==> images/clocks.png <==
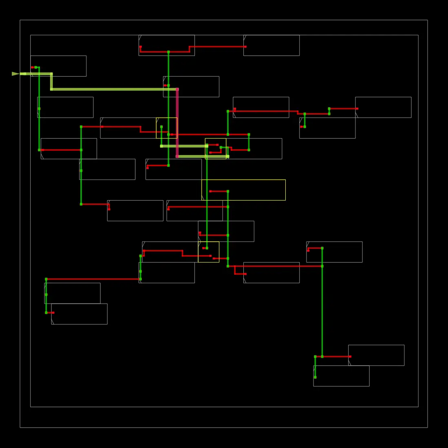
==> images/layer_met3.png <==
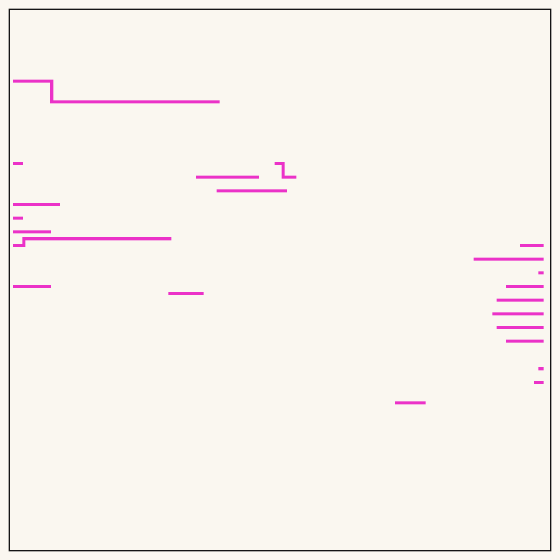
==> images/power_grid.png <==
Scale bar: 20 um. Pins as bars on the die edge.
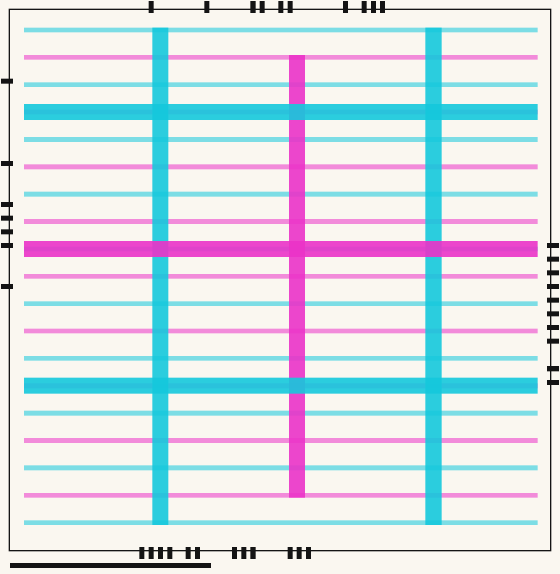
==> config.mk <==
export PLATFORM = sky130hd
export DESIGN_NAME = fifo_wr_frontend
export DESIGN_NICKNAME = d
export VERILOG_FILES = /design/src/rtl/fifo_pkg.sv /design/src/rtl/wr_skid_buf.sv /design/src/rtl/fifo_wr_frontend.sv
export SDC_FILE = /design/constraint.sdc
export NUM_CORES = 1
export LEC_CHECK = 0
export CAP_MARGIN = 10
export CORE_UTILIZATION = 45
export DETAILED_ROUTE_END_ITERATION = 8
export HOLD_SLACK_MARGIN = 0.12
export PLACE_DENSITY = 0.82
export SLEW_MARGIN = 25
export SYNTH_ARGS = -nofsm -noshare
export SYNTH_HDL_FRONTEND = slang
export SYNTH_SLANG_ARGS = --single-unit
==> constraint.sdc <==
create_clock -name wclk -period 3.45 [get_ports wclk]
set_input_delay 1.035 -clock wclk [delete_from_list [all_inputs] [get_ports wclk]]
set_output_delay 1.035 -clock wclk [all_outputs]
set_load 0.01 [all_outputs]
==> impl_metrics.json <==
{
  "edf_count": 0,
  "p_clk_w": 0.000206,
  "grt_max_degree": 24,
  "ys_cells": 116,
  "cts_resized": 3,
  "fmax_ghz": 0.297,
  "critical_path_arrival_ns": 2.33,
  "antennaDiodeCount": 0,
  "p_total_w": 0.000821,
  "logic_gate_count": 84,
  "powerSeq_w": 0.000320,
  "ys_seq_share_pct": 40.0,
  "period_used_pct": 97.6,
  "grt_setup_unrepaired": "no",
  "synth_top_cell_by_count": "dfxtp_1",
  "stdcell_area_um2": 1860,
  "status": "complete, no violations",
  "fillers": 182,
  "hold_violations": 0,
  "maxSlewViolCount": 0,
  "worstPathCellList": "clkdlybuf4s50_1, nand2b_1, and2b_1, clkdlybuf4s50_1",
  "fp_nets": 144,
  "synth_cell_types": 30,
  "ys_sh_adder_pct": 5.83,
  "clockNetworkAreaShare_pct": 2.83,
  "top_logic_kind": "simple AND/OR/NAND/NOR gates",
  "synth_top_area_share_pct": 40.0,
  "grt_pass1_wl_um": 4150,
  "relSlewSlack_pct": 48.1,
  "taps": 30,
  "grt_pass1_vias": 991,
  "comb_power_share_pct": 35.9,
  "post-cts-setup-buffer-count": 3,
  "p_switching_w": 0.000221,
  "clockBufferDepth": 2,
  "reg2reg_slack_ns": 1.81,
  "postPlaceCellArea_um2": 1700,
  "antenna_found_initial": 0,
  "swShare_pct": 26.9
}
-- clocks.png (at the start) --
Seq cells: 24
final worst clock skew: 0.00609 ns
CTS Sinks: 24

-- layer_met3.png (at the start) --
main direction: horizontal
nets with wire on the layer: 21
met3 Use GR: 3.95%
Vias: 1,052
final wirelength: 2860 um

-- power_grid.png (at the start) --
[magenta] VDD
[cyan] VSS
signal pins: 39
met4 straps: 3
Die Y: 53.7 um
VDD IR max: 0.349 mV
Die X: 53.7 um
Core Area: 2500 um2

logic make-up (layout without fill, tap and decap cells):
| group | count (synthesis) | after routing |
|---|---|---|
| compound gates | 17 | 17 |
| mux | 17 | 17 |
| xor+xnor | 12 | 12 |
| fa+ha+maj | 5 | 5 |
| flops | 24 | 24 |
| simple gates | 33 | 33 |
| buf+inv | 8 | 64 |
critical path: cells and delay by family:
kind,cells,cell delay (ns)
and+or+nand+nor,2,0.36
buffers and inverters,2,0.94
stage by stage:
stage / worst slack, ns / std cells / util [%] / setup TNS [ns]
floorplan: 0.210 / 116 / - / 0
global placement: -0.231 / 193 / 68.0 / -0.445
detailed placement: -0.405 / 193 / 68.0 / -0.872
CTS: 0.0138 / 200 / 71.4 / 0
global route: 0.0317 / 202 / 74.2 / 0
finish: 0.0820 / 202 / 74.2 / 0
